===== src/rtl/fetch_prefetch_unit.sv =====
// Instruction fetch stage with a credit-limited prefetch queue feeding the FD boundary.
// Stale responses are counted off after a redirect instead of being tagged.
module fetch_prefetch_unit #(
   parameter int unsigned DEPTH    = 4,
   parameter logic [31:0] RESET_PC = 32'h0000_0000
) (
   input  logic        CLK,
   input  logic        RESET,
   output logic        IMEM_REQ_VALID,
   input  logic        IMEM_REQ_READY,
   output logic [31:0] IMEM_REQ_ADDR,
   input  logic        IMEM_RSP_VALID,
   input  logic [31:0] IMEM_RSP_DATA,
   output logic        FD_VALID,
   output logic [31:0] FD_PC,
   output logic [31:0] FD_IR,
   input  logic        STALL,
   input  logic        REDIRECT,
   input  logic [31:0] REDIRECT_PC
);

   localparam int unsigned PW = $clog2(DEPTH);
   localparam int unsigned CW = PW + 1;
   localparam logic [CW:0]   DEPTH_C = (CW+1)'(DEPTH);
   localparam logic [CW-1:0] CNT_ONE = CW'(1);
   localparam logic [PW-1:0] PTR_ONE = PW'(1);

   logic [CW-1:0] occupancy;
   logic [CW-1:0] outstanding;
   logic [CW-1:0] drop_cnt;
   logic [PW-1:0] head;
   logic [PW-1:0] tail;
   logic [31:0]   fetch_pc;
   logic [31:0]   resp_pc;
   logic [31:0]   q_pc [DEPTH];
   logic [31:0]   q_ir [DEPTH];

   logic [CW:0]   credit_used;
   logic          req_fire;
   logic          rsp_drop;
   logic          push;
   logic          pop;
   logic [31:0]   target_pc;

   always_comb begin
      credit_used    = {1'b0, occupancy} + {1'b0, outstanding};
      IMEM_REQ_VALID = !RESET && !REDIRECT && (credit_used < DEPTH_C);
      IMEM_REQ_ADDR  = fetch_pc;
      req_fire       = IMEM_REQ_VALID && IMEM_REQ_READY;
      rsp_drop       = IMEM_RSP_VALID && ((drop_cnt != '0) || REDIRECT);
      push           = IMEM_RSP_VALID && !rsp_drop;
      pop            = (occupancy != '0) && !STALL && !REDIRECT;
      target_pc      = {REDIRECT_PC[31:2], 2'b00};
   end

   always_comb begin
      FD_VALID = (occupancy != '0);
      FD_PC    = FD_VALID ? q_pc[head] : '0;
      FD_IR    = FD_VALID ? q_ir[head] : '0;
   end

   always_ff @(posedge CLK) begin
      if (RESET) begin
         fetch_pc <= RESET_PC;
      end else if (REDIRECT) begin
         fetch_pc <= target_pc;
      end else if (req_fire) begin
         fetch_pc <= fetch_pc + 32'd4;
      end
   end

   always_ff @(posedge CLK) begin
      if (RESET) begin
         outstanding <= '0;
      end else begin
         case ({req_fire, IMEM_RSP_VALID})
            2'b10:   outstanding <= outstanding + CNT_ONE;
            2'b01:   outstanding <= outstanding - CNT_ONE;
            default: outstanding <= outstanding;
         endcase
      end
   end

   // Everything still in flight after a redirect cycle belongs to the old path.
   always_ff @(posedge CLK) begin
      if (RESET) begin
         drop_cnt <= '0;
      end else if (REDIRECT) begin
         drop_cnt <= IMEM_RSP_VALID ? (outstanding - CNT_ONE) : outstanding;
      end else if (IMEM_RSP_VALID && (drop_cnt != '0)) begin
         drop_cnt <= drop_cnt - CNT_ONE;
      end
   end

   always_ff @(posedge CLK) begin
      if (RESET) begin
         resp_pc <= RESET_PC;
      end else if (REDIRECT) begin
         resp_pc <= target_pc;
      end else if (push) begin
         resp_pc <= resp_pc + 32'd4;
      end
   end

   always_ff @(posedge CLK) begin
      if (RESET || REDIRECT) begin
         occupancy <= '0;
         head      <= '0;
         tail      <= '0;
      end else begin
         if (push) begin
            tail <= tail + PTR_ONE;
         end
         if (pop) begin
            head <= head + PTR_ONE;
         end
         case ({push, pop})
            2'b10:   occupancy <= occupancy + CNT_ONE;
            2'b01:   occupancy <= occupancy - CNT_ONE;
            default: occupancy <= occupancy;
         endcase
      end
   end

   always_ff @(posedge CLK) begin
      if (push) begin
         q_pc[tail] <= resp_pc;
         q_ir[tail] <= IMEM_RSP_DATA;
      end
   end

   always_ff @(posedge CLK) begin
      if (!RESET) begin
         assert ({1'b0, occupancy} <= DEPTH_C);
         assert (!(IMEM_RSP_VALID && (outstanding == '0)));
      end
   end

endmodule


===== config.mk =====
export PLATFORM = sky130hd
export DESIGN_NAME = fetch_prefetch_unit
export DESIGN_NICKNAME = d
export VERILOG_FILES = /design/src/rtl/fetch_prefetch_unit.sv
export SDC_FILE = /design/constraint.sdc
export NUM_CORES = 1
export LEC_CHECK = 0
export ABC_AREA = 1
export CORE_ASPECT_RATIO = 0.8
export CORE_UTILIZATION = 60
export DETAILED_ROUTE_END_ITERATION = 6
export GPL_TIMING_DRIVEN = 0
export HOLD_SLACK_MARGIN = 0.05
export PLACE_DENSITY = 0.91
export SLEW_MARGIN = 25
export SYNTH_ARGS = -nofsm -noshare
export SYNTH_HDL_FRONTEND = slang
export SYNTH_SLANG_ARGS = --single-unit

===== constraint.sdc =====
create_clock -name CLK -period 10.2 [get_ports CLK]
set_clock_uncertainty 0.1 [all_clocks]
set_input_delay 3.06 -clock CLK [delete_from_list [all_inputs] [get_ports CLK]]
set_output_delay 3.06 -clock CLK [all_outputs]
set_load 0.05 [all_outputs]

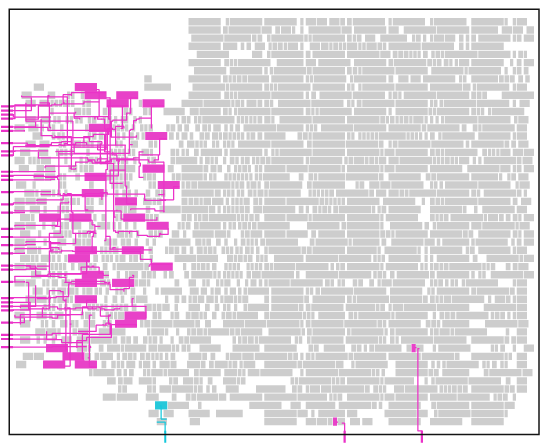
Fig. 1. Nets reached from selected ports.
Scale: 3 px per um.
legend:
  magenta:
    port: `IMEM_REQ_ADDR`
    direction: output
    end_cells: 32
    buffers: 32
    wire: 2050 um
  cyan:
    port: `IMEM_REQ_READY`
    direction: input
    end_cells: 1
    buffers: 1
    wire: 13.1 um

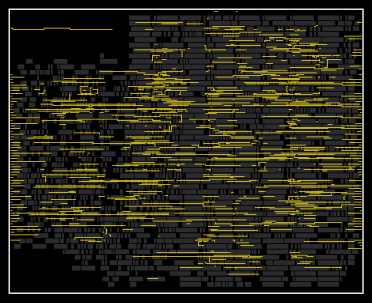
Fig. 2. The metal 3 layer.
Scale: 2 px per um.
nets with wire on the layer: 450
main direction: horizontal
longest straight run: 69.0 um
wire length on this layer: 5680 um

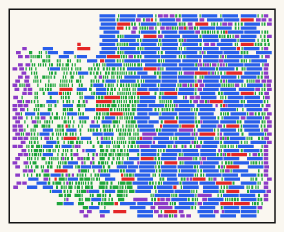
Fig. 3. Cells coloured by class.
Scale: 1.5 px per um.
legend:
  green:
    class: remaining logic cells
    cells: 1161
    share_of_their_area: 30%
  purple:
    class: remaining buffers and delay cells
    cells: 242
    share_of_their_area: 12%
  blue:
    class: registers
    cells: 323
    share_of_their_area: 51%
  red:
    class: clock drivers and dummy loads
    cells: 56
    share_of_their_area: 6.2%

==> results.txt <==
Synth cell types: 37
cts hold-fix bufs: 0
via/cell ratio: 6.12
row cnt: 50
Comb power frac: 10.9%
Pwr top: registers
Hold Path Depth: 1
combinational power: 332 uW
worst min path class: reg -> reg
count of tool warnings: 33
sequential cell area: 8950 um^2
DRT antenna net count: 0
outcome: complete, no violations
Placed Cells: 2038
Worst path top cell family by delay: buffers and inverters
R2R setup slack: 7.31 ns
met2 usage: 58.6%
buffering overhead: 12.1%
MI comb area: 4910 um^2
synthesized area: 14600 um^2
Crit Path Max Fanout: 5
Seq power: 1.50 mW
Die Height: 141 um
worst-case reg-to-reg path depth: 8
Hold Violations, Final: 0
Max rail drop VDD: 0.000162 V
ys async rst share: 0%
M1 wire length: 15700 um
drt drc: 0
CP peak stage delay: 0.81 ns
LEAKAGE: 6.42 nW
CP Buf/Inv Count: 2
aggregate routed wire length: 43800 um
combinational share of cell area: 27.4%
NumNets Final: 1843
Crit-path slowest cell: clkdlybuf4s50_1
die span in x: 176 um
mux frac, synth: 0%
clock tree sinks: 323
XORs/XNORs by Area: 1.14%
Top reg by flops: q_ir
yosys cell count: 1554
die area: 24900 um^2
placed inst area: 16800 um^2
Setup crit end kind: primary output
RSZ-0062 raised after global routing: no
highest routed layer: met4
#FFs+latches synth: 323
fin area: 17900 um^2
IO buf count: 160
max reg flops: 128
aoi share: 11.6%
Adders+Majority by Area: 1.34%
final period utilization: 79.5%
sequential share of the synthesized area: 61.5%
antenna cells: 0
Placer Congestion: 0.990
Main area contributors: edfxtp_1 (51%), dfxtp_1 (10%), nor2_1 (9.1%)
CTS max path bufs: 3
Pre-Place Util: 61.7%
largest net degree at the start of global routing: 24
post-synthesis cell count: 1554
vias in the first global route: 12453
pre-CTS setup slack: 2.09 ns
post-route setup slack: 2.09 ns
WP depth: 5
count of pins over their slew limit: 0
main flop type after synthesis: edfxtp_1
Ys Warns: 0
Final Instance Count excl. Fillers: 2094
multi-input gates: 1055
Leading cell kind: registers
clock root buffer: clkbuf_16
tap cells: 312
Fill cells: 1418
DP HPWL: 27200 um
CP required: 7.04 ns
commonest non-fill, non-tap cells in the layout: nor2_1 (349), edfxtp_1 (248), nand2_1 (239)
Late-Pin Clk Latency: 0.59 ns
flop count: 323
Critical R2R Capture: q_pc[0][25]
hold_ws: 0.388 ns
Crit Path Category: in -> out
Mean Syn Cell Area: 9.36 um^2
clock-cell share of area: 6.03%
crit path from: REDIRECT
drt initial violations: 2079
first-pass GRT wire length: 67000 um
Post-synth EDFFs: 248
post-CTS sizing: 0
Util after Layout: 75.9%
I/O pin count: 168
clk pwr: 1.22 mW
CP Launch Type: input pin
Non-CTS buffers: 242
Worst Min Path Start: head[0]
Largest regs: q_ir x128, q_pc x120
Int Pwr: 2.27 mW
setup TNS: 0 ns
grt ovf: 0
CP Cell Sequence: clkdlybuf4s50_1 -> nor2_4 -> nand2_1 -> nor2_4 -> clkdlybuf4s50_1
Post-synth top cells: nor2_1 (353), edfxtp_1 (248), nand2_1 (239)
Yosys top cell by area: edfxtp_1
H-tree Lvls: 1
fin crit period: 8.11 ns
max_cap viols: 0
routed wl met2: 20800 um
area share, top type: 51.2%
PD cells: 171 nW/um^2
Worst Tran Pin Value: 1.05 ns
met1 Usage GRT: 45.6%
share of cells above drive strength 1: 6.57%
mean routed wirelength per cell: 20.9 um
Clock power frac: 40.0%
setup bufs post-CTS: 0
Power is estimated from default activity; no workload was simulated.
